<file path="config.mk">
export PLATFORM = sky130hd
export DESIGN_NAME = div_unit
export DESIGN_NICKNAME = d
export VERILOG_FILES = /design/src/rtl/div_unit.sv
export SDC_FILE = /design/constraint.sdc
export NUM_CORES = 1
export LEC_CHECK = 0
export ABC_CLOCK_PERIOD_IN_PS = 3910
export CORE_MARGIN = 1
export CORE_UTILIZATION = 56
export CTS_CLUSTER_DIAMETER = 100
export DETAILED_ROUTE_END_ITERATION = 8
export GPL_ROUTABILITY_DRIVEN = 1
export PLACE_DENSITY_LB_ADDON = 0.15
export SLEW_MARGIN = 10
export SYNTH_ARGS = -nofsm -noshare
export SYNTH_HDL_FRONTEND = slang
export SYNTH_SLANG_ARGS = --single-unit
</file>
<file path="constraint.sdc">
create_clock -name clk -period 3.91 [get_ports clk]
set_input_delay 1.173 -clock clk [delete_from_list [all_inputs] [get_ports clk]]
set_output_delay 1.173 -clock clk [all_outputs]
set_load 0.05 [all_outputs]
</file>
<file path="src/rtl/div_unit.sv">
// Iterative radix-2 restoring divider for RV32M DIV/DIVU/REM/REMU.
// One quotient bit per cycle in RUN, then a sign fix-up cycle before DONE.
module div_unit #(
    parameter int WIDTH = 32
) (
    input  logic             clk,
    input  logic             rst_n,
    input  logic             start,
    input  logic [2:0]       funct3,
    input  logic [WIDTH-1:0] a,
    input  logic [WIDTH-1:0] b,
    output logic             busy,
    output logic             done,
    output logic [WIDTH-1:0] result
);

    localparam int CW = (WIDTH > 2) ? $clog2(WIDTH) : 1;
    localparam logic [WIDTH-1:0] MIN_INT = {1'b1, {(WIDTH-1){1'b0}}};

    typedef enum logic [1:0] {
        S_IDLE,
        S_RUN,
        S_FIX,
        S_DONE
    } state_t;

    state_t           r_state;
    state_t           w_state_nxt;
    logic [CW-1:0]    r_count;
    logic [WIDTH-1:0] r_q;
    logic [WIDTH-1:0] r_r;
    logic [WIDTH-1:0] r_div;
    logic             r_neg_q;
    logic             r_neg_r;
    logic             r_want_rem;
    logic [WIDTH-1:0] r_result;

    logic             w_is_signed;
    logic             w_want_rem;
    logic             w_div_zero;
    logic             w_overflow;
    logic             w_launch;
    logic [WIDTH-1:0] w_abs_a;
    logic [WIDTH-1:0] w_abs_b;
    logic [WIDTH:0]   w_shift;
    logic             w_ge;
    logic [WIDTH-1:0] w_sub;
    logic [WIDTH-1:0] w_q_fix;
    logic [WIDTH-1:0] w_r_fix;
    logic             w_unused_f3;

    assign w_is_signed = ~funct3[0];
    assign w_want_rem  = funct3[1];
    assign w_unused_f3 = funct3[2];
    assign w_div_zero  = (b == '0);
    assign w_overflow  = w_is_signed && (a == MIN_INT) && (b == '1);
    assign w_launch    = (r_state == S_IDLE) && start;

    assign w_abs_a = (w_is_signed && a[WIDTH-1]) ? ({WIDTH{1'b0}} - a) : a;
    assign w_abs_b = (w_is_signed && b[WIDTH-1]) ? ({WIDTH{1'b0}} - b) : b;

    // The remainder is one bit wider than the divisor only for the compare;
    // after a successful subtract it always fits back into WIDTH bits.
    assign w_shift = {r_r, r_q[WIDTH-1]};
    assign w_ge    = (w_shift >= {1'b0, r_div});
    assign w_sub   = w_shift[WIDTH-1:0] - r_div;

    assign w_q_fix = r_neg_q ? ({WIDTH{1'b0}} - r_q) : r_q;
    assign w_r_fix = r_neg_r ? ({WIDTH{1'b0}} - r_r) : r_r;

    always_ff @(posedge clk or negedge rst_n) begin
        if (!rst_n) r_state <= S_IDLE;
        else        r_state <= w_state_nxt;
    end

    always_comb begin
        w_state_nxt = r_state;
        case (r_state)
            S_IDLE: if (start) w_state_nxt = (w_div_zero || w_overflow) ? S_DONE : S_RUN;
            S_RUN:  if (r_count == '0) w_state_nxt = S_FIX;
            S_FIX:  w_state_nxt = S_DONE;
            S_DONE: w_state_nxt = S_IDLE;
            default: w_state_nxt = S_IDLE;
        endcase
    end

    always_ff @(posedge clk or negedge rst_n) begin
        if (!rst_n) begin
            r_count    <= '0;
            r_q        <= '0;
            r_r        <= '0;
            r_div      <= '0;
            r_neg_q    <= 1'b0;
            r_neg_r    <= 1'b0;
            r_want_rem <= 1'b0;
            r_result   <= '0;
        end else if (w_launch) begin
            r_want_rem <= w_want_rem;
            if (w_div_zero) begin
                r_q      <= '1;
                r_r      <= a;
                r_result <= w_want_rem ? a : '1;
            end else if (w_overflow) begin
                r_q      <= MIN_INT;
                r_r      <= '0;
                r_result <= w_want_rem ? '0 : MIN_INT;
            end else begin
                r_q     <= w_abs_a;
                r_r     <= '0;
                r_div   <= w_abs_b;
                r_neg_q <= w_is_signed && (a[WIDTH-1] ^ b[WIDTH-1]);
                r_neg_r <= w_is_signed && a[WIDTH-1];
                r_count <= CW'(WIDTH - 1);
            end
        end else if (r_state == S_RUN) begin
            r_q <= {r_q[WIDTH-2:0], w_ge};
            r_r <= w_ge ? w_sub : w_shift[WIDTH-1:0];
            if (r_count != '0) r_count <= r_count - CW'(1);
        end else if (r_state == S_FIX) begin
            r_q      <= w_q_fix;
            r_r      <= w_r_fix;
            r_result <= r_want_rem ? w_r_fix : w_q_fix;
        end
    end

    assign busy   = (r_state != S_IDLE);
    assign done   = (r_state == S_DONE);
    assign result = r_result;

endmodule

</file>
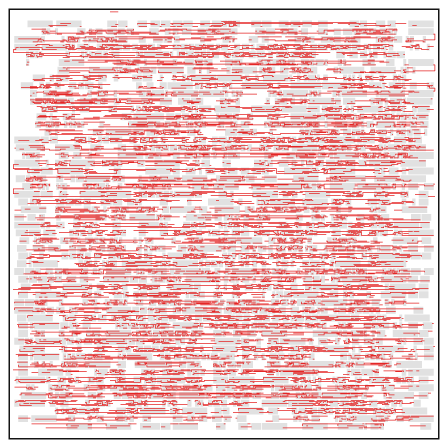
**Above:** run 1 (met1 routing).
Cells faint in the background.
main direction	horizontal
share of all routed wire	42%
nets with wire on the layer	1724
wire length on this layer	17500 microns
Total Wirelength: 42100 microns
Vias: 13.3k
GR Util met1: 49.5%

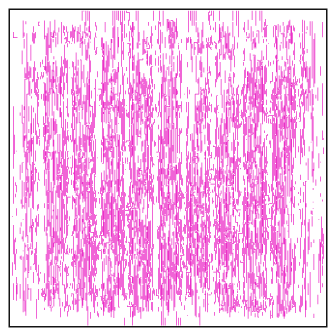
**Above:** run 1 (met2 routing).
main direction	vertical
share of all routed wire	45%
wire length on this layer	19100 microns
longest straight run	64.6 microns
M2 GR Usage: 59.8%

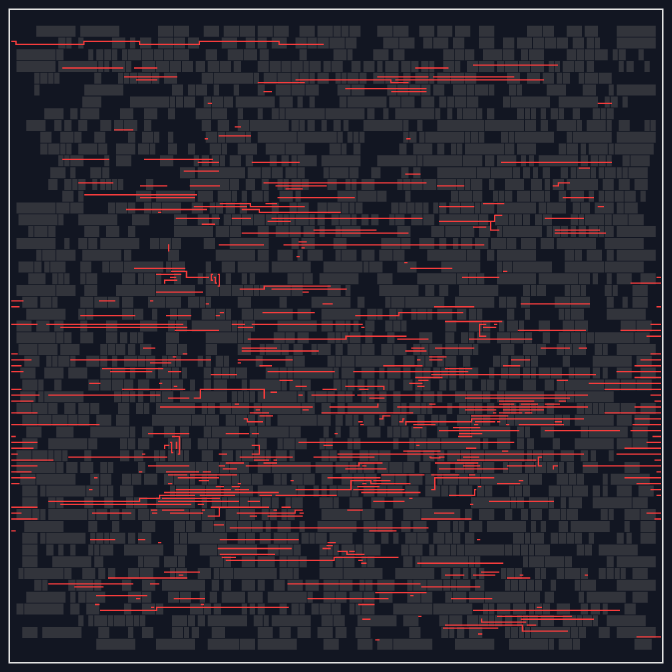
**Above:** run 1 (signal wires on met3).
Cells faint in the background.
main direction	horizontal
nets with wire on the layer	272
GR Layer Usage met3: 6.27%

==> impl_metrics.toml, run 1 <==
# yosys + openroad results
[final_timing]
finClkSkew_ns = 0.0131
fin_hold_ws_ns = 0.480

[job]
cap_violations = 0
tool_warnings = 35

[detailed_routing]
top_layer = "met4"
dr.pass1.iters = 9
met1Wirelength_microns = 17500
wl_met2_microns = 19100
wl_met3_microns = 3550
drtAntennaViolNets = 0
drc_errors = 0
wire_per_inst_microns = 20.3

[final_layout]
mostFrequentLayoutCells = "a21oi_1, nand2_1, o21ai_0"
fin_area_sq_mm = 0.0151
seq_area_share_pct = 22.9
drive_gt1_share_pct = 11.9
non_clock_buffer_count = 250
clkbuf_count = 18
buffer_area_share_pct = 14.6
comb_share_pct = 53.9
final-clk-cell-share_pct = 4.21
seq_area_sq_mm = 0.00345

[yosys]
post-synth-top-count-cell = "a21oi_1"
edf_count = 0
syn-num-nets = 1744
ys_async_sr_fraction_pct = 100

[grt]
antenna_found_initial = 1
grt_busiest_layer = "met2"
grt_pass1_vias = 12500

[power_and_ir_drop]
p_sw_share_pct = 51.4
power_frac_clock_pct = 12.1
internal_power_mw = 7.27
pg_seq_mw = 3.03
seqPwrFrac_pct = 20.3

[clock_tree]
clkLatencyLatePin_ns = 0.44
cts_root_buf = "clkbuf_16"
cts_tree = "yes"
cts_buffer_depth = 2
numCtsBuffers = 17

[worst_setup_path]
crit_path_start_kind = "primary input"
reg2reg_depth = 7
arrival_ns = 4.10

[place]
gp_congestion = 0.996
io_buffers = 102

[worst_hold_path]
hold_end = "result[18]"
min_path_cells = 2

[run_status]
status = "finished, final reports clean"

[floorplanning]
taps = 275
==> run 1: flip-flops by register name, indices dropped and copies added (netlist names) <==
register    flops
r_state         2
r_r            32
r_count         5
result         32
r_neg_r         1
r_neg_q         1
r_div          32
r_want_rem      1
r_q            32
==> run 1: worst max-delay path by stage <==
| stage | start | endpoint | slack [ns] | depth (start not counted) |
|---|---|---|---|---|
| after floorplan | a[18] | result[24] | 0.08 | 11 |
| after global placement | a[22] | result[22] | -0.42 | 10 |
| after detailed placement | a[22] | result[21] | -0.53 | 10 |
| after CTS | a[18] | r_q[19] | 0.05 | 9 |
| after global routing | a[18] | r_q[22] | -0.01 | 9 |
| final | a[18] | r_q[22] | 0.12 | 9 |
==> run 1: cell families after synthesis <==
family                   count (synthesis)  synth area share, %
AND-OR/OR-AND                          582                 29.4
multiplexers                            34                 2.79
buffers and inverters                  194                 6.45
adder cells (fa/ha/maj)                 45                 4.63
AND/OR/NAND/NOR                        491                 18.5
flip-flops                             138                 28.0
XOR/XNOR                               145                 10.3
==> run 1: critical path: stages <==
cell and delay [ns]:
clkdlybuf4s50_1 0.41, or3_1 0.44, or4_4 0.53, or3_4 0.44
nor2_1 0.18, a31oi_2 0.25, a221oi_1 0.41, a21oi_1 0.12
a2bb2oi_1 0.14
==> run 1: per-stage QoR <==
step,setup TNS (ns),power (mW),util (%),worst slack [ns],cells
after floorplan,0,9.97,-,0.0849,1629
after global placement,-22.68,12.6,67.7,-0.421,2042
after detailed placement,-30.07,12.9,67.7,-0.527,2042
after CTS,0,14.7,70.7,0.0516,2071
after global routing,-0.0112,16.0,70.9,-0.0112,2071
final,0,15.0,70.9,0.120,2072
==> run 1: timing repair <==
item,4_1_cts,5_1_grt
gates resized,2,6
cloned,0,0
endpoints found under the setup margin,32,35
## Run 2: what changed since run 1
--- a/config.mk
+++ b/config.mk
@@ -9,6 +9,7 @@
 export CORE_MARGIN = 1
 export CORE_UTILIZATION = 56
 export CTS_CLUSTER_DIAMETER = 100
+export CTS_CLUSTER_SIZE = 8
 export DETAILED_ROUTE_END_ITERATION = 8
 export GPL_ROUTABILITY_DRIVEN = 1
 export PLACE_DENSITY_LB_ADDON = 0.15
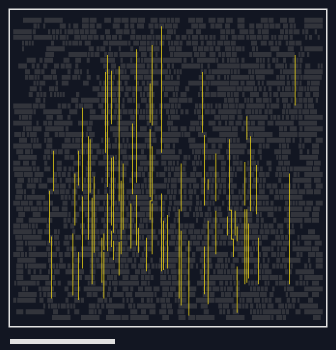
**Above:** run 2 (the metal 4 layer).
The bar under the picture is 50 microns long. Cells faint in the background.
share of all routed wire	4.7%
main direction	vertical
longest straight run	63.9 microns

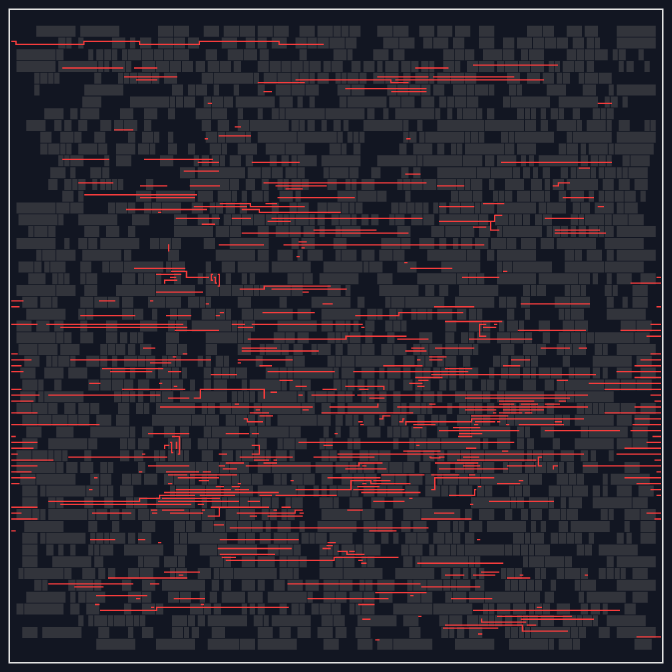
**Above:** run 2 (signal wires on met3).
Cells faint in the background.
longest straight run	56.6 microns
share of all routed wire	8.4%
wire length on this layer	3550 microns
main direction	horizontal
nets with wire on the layer	272

==> run 2 against run 1 <==
Compared with the run above: sequential power hardly changed; die area unchanged; critical path type unchanged; register-to-register slack hardly changed; largest power group unchanged.
==> impl_metrics.toml, run 2 <==
# yosys + openroad results
[final_layout]
mostFrequentLayoutCells = "a21oi_1, nand2_1, o21ai_0"
stdcell_count = 2072
fin_area_sq_mm = 0.0151
seq_area_sq_mm = 0.00345
fin_util_pct = 70.9

[final_timing]
fin_hold_ws_ns = 0.480
setup_tns_ns = 0
finClkSkew_ns = 0.0131

[detailed_routing]
drc_errors = 0
dr_total_vias = 13300
dr.pass1.iters = 9
drtAntennaViolNets = 0

[place]
gp_congestion = 0.996
io_buffers = 102
placed_cells = 2042

[clock_tree]
cts_tree = "yes"
cts_root_buf = "clkbuf_16"
ctsResizeCount = 2
cts_buffer_depth = 2
numCtsBuffers = 17

[yosys]
syn-num-nets = 1744
edf_count = 0
synth.cellmix.adderShare_pct = 4.63
post-synth-top-count-cell = "a21oi_1"
ys_sh_simple_pct = 18.5

[grt]
met3_usage_pct = 6.27
antenna_found_initial = 1

[worst_setup_path]
arrival_ns = 4.10
reg2reg_depth = 7

[power_and_ir_drop]
total_power_mw = 15.0

[worst_hold_path]
min_path_cells = 2

[run_status]
status = "finished, final reports clean"
## run 2: critical path, cell delays in order
cell and delay [ns]:
clkdlybuf4s50_1 0.41, or3_1 0.44, or4_4 0.53, or3_4 0.44, nor2_1 0.18, a31oi_2 0.25, a221oi_1 0.41, a21oi_1 0.12
a2bb2oi_1 0.14
## run 2: final cells by class
type                            count  share of cell area [%]
Inverter                           82                    2.04
Clock inverter                     11                    1.30
Multi-Input combinational cell   1297                    53.9
Tap cell                          275                    2.28
Sequential cell                   138                    22.9
Clock buffer                       18                    2.91
Antenna cell                        1                  0.0166
Timing Repair Buffer              250                    14.6
## run 2: cell families (layout without fill, tap and decap cells)
group | Yosys count | after routing
AND-OR/OR-AND | 582 | 582
multiplexers | 34 | 34
XOR/XNOR | 145 | 145
adder cells (fa/ha/maj) | 45 | 45
other | 0 | 1
flip-flops | 138 | 138
buffers and inverters | 194 | 361
AND/OR/NAND/NOR | 491 | 491
## run 2: power by group
part | switching (mW) | leakage, nW | total [mW] | internal [mW]
combinational | 6.13 | 4.30 | 10.1 | 3.99
sequential | 0.888 | 1.66 | 3.03 | 2.15
clock | 0.664 | 0.304 | 1.80 | 1.14
total | 7.68 | 6.26 | 15.0 | 7.27
## run 2: final timing paths
| kind | from | endpoint | slack [ns] |
|---|---|---|---|
| max in group asynchronous | rst_n | r_state[1] | 2.38 |
| worst max register to register | r_q[12] | result[20] | 0.41 |
| worst max-delay path | a[18] | r_q[22] | 0.12 |
| worst min register to register | result[18] | result[18] | 0.48 |
| min in group asynchronous | rst_n | r_q[9] | 0.76 |
| worst min-delay path | result[18] | result[18] | 0.48 |
## run 2: routing by layer
layer  routed length [microns]  up-vias
met5                         0        -
met4                      1980        0
met3                      3550      152
met2                     19100      699
met1                     17500     6309
li1                          -     6186
Power is estimated from default activity; no workload was simulated.
